$ cat src/rtl/fetch_unit_pkg.sv
// ----------------------------------------------------------------------------
// definitions
//   Shared types and constants for the 3BC fetch sequencer.
//   - state_t        : fetch FSM state (IDLE / RUN / HALT)
//   - kBranchOffsets : 32-entry table of signed branch offsets, indexed by the
//                      instruction immediate when the offset comes from the LUT
// ----------------------------------------------------------------------------
package definitions;

  typedef enum logic [1:0] {
    IDLE = 2'd0,
    RUN  = 2'd1,
    HALT = 2'd2
  } state_t;

  localparam int LUT_DEPTH = 32;
  localparam int LUT_OFF_W = 8;

  // Index 0 is a zero offset (self-loop). Short hops come first, and the
  // longest reaches of +127/-127 come after them.
  localparam logic signed [LUT_OFF_W-1:0] kBranchOffsets [LUT_DEPTH] = '{
    8'sd0,    8'sd1,    8'sd2,    8'sd6,
    -8'sd1,   -8'sd2,   -8'sd3,   -8'sd4,
    8'sd4,    8'sd8,    8'sd16,   8'sd32,
    8'sd64,   8'sd127,  -8'sd127, -8'sd8,
    -8'sd16,  -8'sd32,  -8'sd64,  8'sd3,
    8'sd5,    8'sd7,    8'sd9,    8'sd11,
    -8'sd5,   -8'sd7,   -8'sd9,   -8'sd11,
    8'sd12,   -8'sd12,  8'sd20,   -8'sd20
  };

endpackage

$ cat src/rtl/fetch_unit_branch_lut.sv
// ----------------------------------------------------------------------------
// branch_lut
//   Purely combinational lookup from the instruction immediate to a signed
//   branch offset, resized to OFF_W bits by sign extension or truncation.
//
//   Ports:
//     lut_idx : LUT_AW-bit index taken from the instruction immediate
//     offset  : OFF_W-bit signed offset from kBranchOffsets
// ----------------------------------------------------------------------------
module branch_lut
  import definitions::*;
#(
  parameter int OFF_W  = 8,
  parameter int LUT_AW = 5
) (
  input  logic        [LUT_AW-1:0] lut_idx,
  output logic signed [OFF_W-1:0]  offset
);

  // The table is a constant, so this is pure decode logic with no storage to
  // initialise or reset.
  always_comb begin
    offset = OFF_W'(kBranchOffsets[lut_idx]);
  end

endmodule

$ cat src/rtl/fetch_unit.sv
// ----------------------------------------------------------------------------
// fetch_unit
//   Program counter and fetch sequencer for the 3BC processor. It owns the
//   start/done handshake with the testbench, the PC register, the branch
//   target adder and a saturating count of the cycles spent in RUN.
//
//   Ports:
//     Clk        : clock. All state changes on the rising edge.
//     Reset      : synchronous active-low reset
//     Start      : 1 = hold in IDLE and load StartAddr. Falling edge begins RUN.
//     StartAddr  : program entry address, sampled while Start=1
//     Ack        : current instruction is halt
//     BranchEn   : current instruction is a conditional branch
//     Cond       : ALU branch condition for the current instruction
//     OffsetSrc  : 1 = RegOffset, 0 = LUT[LutIdx]
//     LutIdx     : LUT index from the instruction immediate
//     RegOffset  : signed offset from the register file
//     PC         : instruction-ROM address (registered)
//     Running    : FSM is in RUN
//     Done       : FSM is in HALT
//     CycleCount : RUN cycles so far, saturating at all-ones
// ----------------------------------------------------------------------------
module fetch_unit
  import definitions::*;
#(
  parameter int PC_W   = 10,
  parameter int OFF_W  = 8,
  parameter int LUT_AW = 5,
  parameter int CNT_W  = 16
) (
  input  logic                    Clk,
  input  logic                    Reset,
  input  logic                    Start,
  input  logic        [PC_W-1:0]  StartAddr,
  input  logic                    Ack,
  input  logic                    BranchEn,
  input  logic                    Cond,
  input  logic                    OffsetSrc,
  input  logic        [LUT_AW-1:0] LutIdx,
  input  logic signed [OFF_W-1:0] RegOffset,
  output logic        [PC_W-1:0]  PC,
  output logic                    Running,
  output logic                    Done,
  output logic        [CNT_W-1:0] CycleCount
);

  state_t state;

  logic signed [OFF_W-1:0] lut_offset;
  logic signed [OFF_W-1:0] offset;
  logic        [PC_W-1:0]  offset_ext;
  logic        [PC_W-1:0]  target;
  logic        [PC_W-1:0]  pc_inc;

  branch_lut #(
    .OFF_W  (OFF_W),
    .LUT_AW (LUT_AW)
  ) u_branch_lut (
    .lut_idx (LutIdx),
    .offset  (lut_offset)
  );

  // NOTE: every variable in this block is assigned on every path. A path
  // that left one unassigned would make synthesis infer a latch.
  always_comb begin
    offset     = OffsetSrc ? RegOffset : lut_offset;
    // A size cast of a signed value sign-extends. The adder then wraps
    // modulo 2^PC_W, with no overflow detection.
    offset_ext = PC_W'(offset);
    target     = PC + offset_ext;
    pc_inc     = PC + PC_W'(1);
  end

  // NOTE: sequential state uses non-blocking assignments, so every register
  // samples the pre-edge values of all the others.
  always_ff @(posedge Clk) begin
    if (!Reset) begin
      state      <= IDLE;
      PC         <= '0;
      CycleCount <= '0;
    end else begin
      case (state)
        IDLE: begin
          if (Start) begin
            PC         <= StartAddr;
            CycleCount <= '0;
          end else begin
            // PC is left unchanged, so the first RUN cycle fetches the loaded
            // entry address, or 0 if Start was never raised.
            state <= RUN;
          end
        end

        RUN: begin
          // The Ack cycle counts too, so the total includes the halt.
          if (CycleCount != '1) begin
            CycleCount <= CycleCount + CNT_W'(1);
          end

          if (Start) begin
            state <= IDLE;
            PC    <= StartAddr;
          end else if (Ack) begin
            // PC holds so the halt instruction stays addressed. Any branch
            // on the halt instruction is ignored.
            state <= HALT;
          end else if (BranchEn && Cond) begin
            PC <= target;
          end else begin
            PC <= pc_inc;
          end
        end

        HALT: begin
          if (Start) begin
            state <= IDLE;
            PC    <= StartAddr;
          end
        end

        default: begin
          state <= IDLE;
        end
      endcase
    end
  end

  assign Running = (state == RUN);
  assign Done    = (state == HALT);

endmodule

$ cat config.mk
export PLATFORM = sky130hd
export DESIGN_NAME = fetch_unit
export DESIGN_NICKNAME = d
export VERILOG_FILES = /design/src/rtl/fetch_unit_pkg.sv /design/src/rtl/fetch_unit_branch_lut.sv /design/src/rtl/fetch_unit.sv
export SDC_FILE = /design/constraint.sdc
export NUM_CORES = 1
export LEC_CHECK = 0
export ABC_AREA = 1
export CAP_MARGIN = 20
export CORE_ASPECT_RATIO = 1.75
export CORE_MARGIN = 8
export CORE_UTILIZATION = 43
export CTS_CLUSTER_DIAMETER = 30
export DETAILED_ROUTE_END_ITERATION = 6
export GPL_TIMING_DRIVEN = 0
export PLACE_DENSITY_LB_ADDON = 0.08
export SETUP_SLACK_MARGIN = 0.4
export SLEW_MARGIN = 20
export SYNTH_ARGS = -nofsm -noshare
export SYNTH_HDL_FRONTEND = slang
export SYNTH_HIERARCHICAL = 1
export SYNTH_SLANG_ARGS = --single-unit
$ cat constraint.sdc
create_clock -name Clk -period 6.3 [get_ports Clk]
set_input_delay 1.26 -clock Clk [delete_from_list [all_inputs] [get_ports Clk]]
set_output_delay 1.26 -clock Clk [all_outputs]
set_load 0.05 [all_outputs]
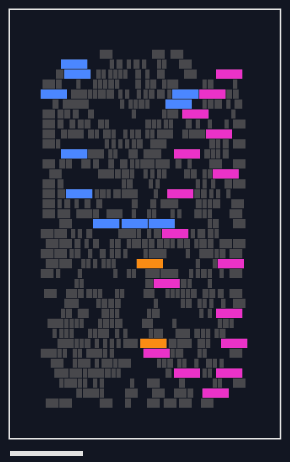
(images/ff_map.png)
Scale bar: 20 microns. Other cells in gray.
magenta -> CycleCount  # placed flops 16
orange -> state  # placed flops 2
blue -> PC  # placed flops 10

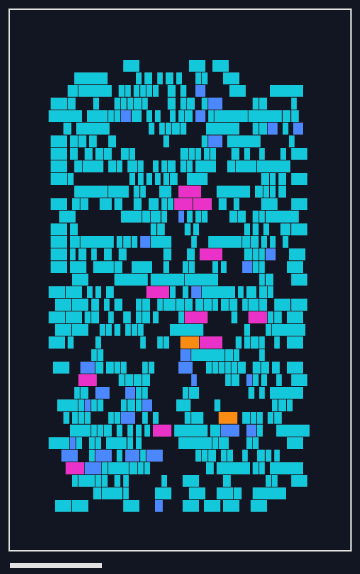
(images/sizing.png)
Scale bar: 20 microns.
blue -> x2  # cells 31
magenta -> x6 and larger  # cells 11
cyan -> x1 and smaller  # cells 427
orange -> x3 and x4  # cells 2

-- layout make-up --
| class | instances | area [sq um] |
|---|---|---|
| sequential | 28 | 560.5 |
| clock buffer | 4 | 55.05 |
| timing repair buffer | 56 | 560.5 |
| fill | 618 | 2379 |
| multi-input combinational | 329 | 1677 |
| inverter | 46 | 172.7 |
| buffer | 8 | 86.33 |
| tap | 76 | 95.09 |
-- how the worst min path moves through the flow --
stage                   startpoint              to  slack, ns  cells past startpoint
floorplan                 state[1]        state[0]       0.51                      1
global placement    CycleCount[12]  CycleCount[12]       0.48                      1
detailed placement  CycleCount[12]  CycleCount[12]       0.49                      1
CTS                 CycleCount[12]  CycleCount[12]       0.51                      1
global route                 PC[7]           PC[7]       0.53                      2
finish              CycleCount[12]  CycleCount[12]       0.50                      1
==> results_slide.txt <==
Synthesis and Place & Route Summary

Layout
  – Most common logic cells in the final layout: nand2_1, clkdlybuf4s50_1, nor2_1
  – Post-route insts no fill: 547
  – Area Growth Syn to Fin: 28.47%
  – Final core utilization: a little under three fifths
  – Number of flip-flops in the largest register: 16
  – Layout cells sized above 1: a little under a tenth
  – Fin area: around 3200 sq um
  – Largest regs: CycleCount x16, PC x10, state x2

Critical path
  – CP Launch Point: LutIdx[0]
  – Critical Path RT: 6.49 ns
  – WP buf/inv: 3
  – RR Startpoint: CycleCount[0]
  – Crit. End Element: flip-flop
  – Slowest CP cell: clkdlybuf4s50_1
  – R2R cell count: 10
  – Delay-heaviest family, CP: buffers and inverters
  – WP data arrival: 4.04 ns
  – Setup CP Type: input pin to flip-flop
  – Worst setup SP type: input pin

Routing
  – Final WL: 7182 microns
  – Wire length on met1: between 2000 and 3000 microns
  – DR vias/cell: ~5.1
  – Vias: 2782
  – Routed len/inst: about 13 microns
  – Met2 wire len: 3877 microns
  – DRT Pass-1 Iters: 5
  – Antenna-violating nets left: 0
  – Routed length on met3: about 350 microns
  – Highest metal used: met4

Pwr
  – Pwr top: registers
  – Net switching power: 162.9 uW
  – Seq power: between 150 and 200 uW
  – Switching Share: 35.15%
  – Comb power: 154 uW
  – Clock power frac: roughly 26%
  – Combinational share of power: between 30% and 40%
  – PD cells: 144.5 nW/um^2
  – P_leak: 0.001418 uW
  – Clk. pwr: between 100 and 150 uW
  – Power, Total: 463.4 uW
  – Max VDD drop: about 0.084 mV

Min path
  – Hold WC Path Type: flip-flop to flip-flop

STA
  – Maximum operating frequency: 259.7 MHz
  – Final setup viols: 0
  – RSZ-0062 raised after global routing: false
  – Fin. Hold Viols: 0
  – Relative slew slack: 51.67%
  – Hold Slack: around 0.50 ns
  – Max Transition Viols Final: 0
  – Setup ws final: 2.449 ns
  – Cycle use final: ~61%

Global routing
  – Gr usage total: between 15 and 20%
  – Global-route met3 utilization: under 10%
  – Maximum number of pins on one net before global-route repair: 16
  – GRT overflow: 0
  – First-pass GRT wire length: 11910 microns
  – Grt met1 use: 17.36%

CTS
  – Clock transition at path regs: 0.10 ns
  – Number of CTS-inserted buffers: 3
  – Longest Clk Path Bufs: 2
  – H-Tree Depth: 1
  – PostCTS Resize Cnt: 0
  – CTS tree: built
  – Worst-skew pair later-pin latency: ~0.29 ns

Logic synthesis
  – Syn Std Cell Area: 2496 sq um
  – Most common library cells after synthesis: nand2_1, nor2_1, inv_1, nand3_1, a21oi_1
  – Simple Share, Synth: a little over two fifths
  – Synth area leaders: dfxtp_1, nand2_1, ha_1
  – Syn Nets: 458
  – Cells in synth_stat.txt: 411
  – Synth area leader: dfxtp_1
  – Post-Syn Instances: 411
  – Largest non-sequential cell family by area: simple AND/OR/NAND/NOR gates
  – Yosys Chip Area: 2496 sq um
  – Yosys aoi share: 15.74%
  – Top-count cell post-synth: nand2_1
  – Synth warnings: 6
  – XORs/XNORs by Area: 0%
  – Top_reg_cell synth: dfxtp_1
  – Synth flops: 28
  – Post-synth EDFFs: 0
  – Synth Seq Share: 22.46%

Place
  – Final HPWL DP: 5944 microns
  – Dpl cell area: 3152 sq um
  – Routability Congestion: 0.8866
  – Placed cell count: 543

Die
  – Core outline area: 5585 sq um
  – Die Y: approximately 120 microns
  – Die W: 73.60 microns
  – Starting Density: ~45%
  – Io pins: 58

Job
  – Tool Warnings: 30

Outcome
  – Outcome: completed
Power is estimated from default activity; no workload was simulated.
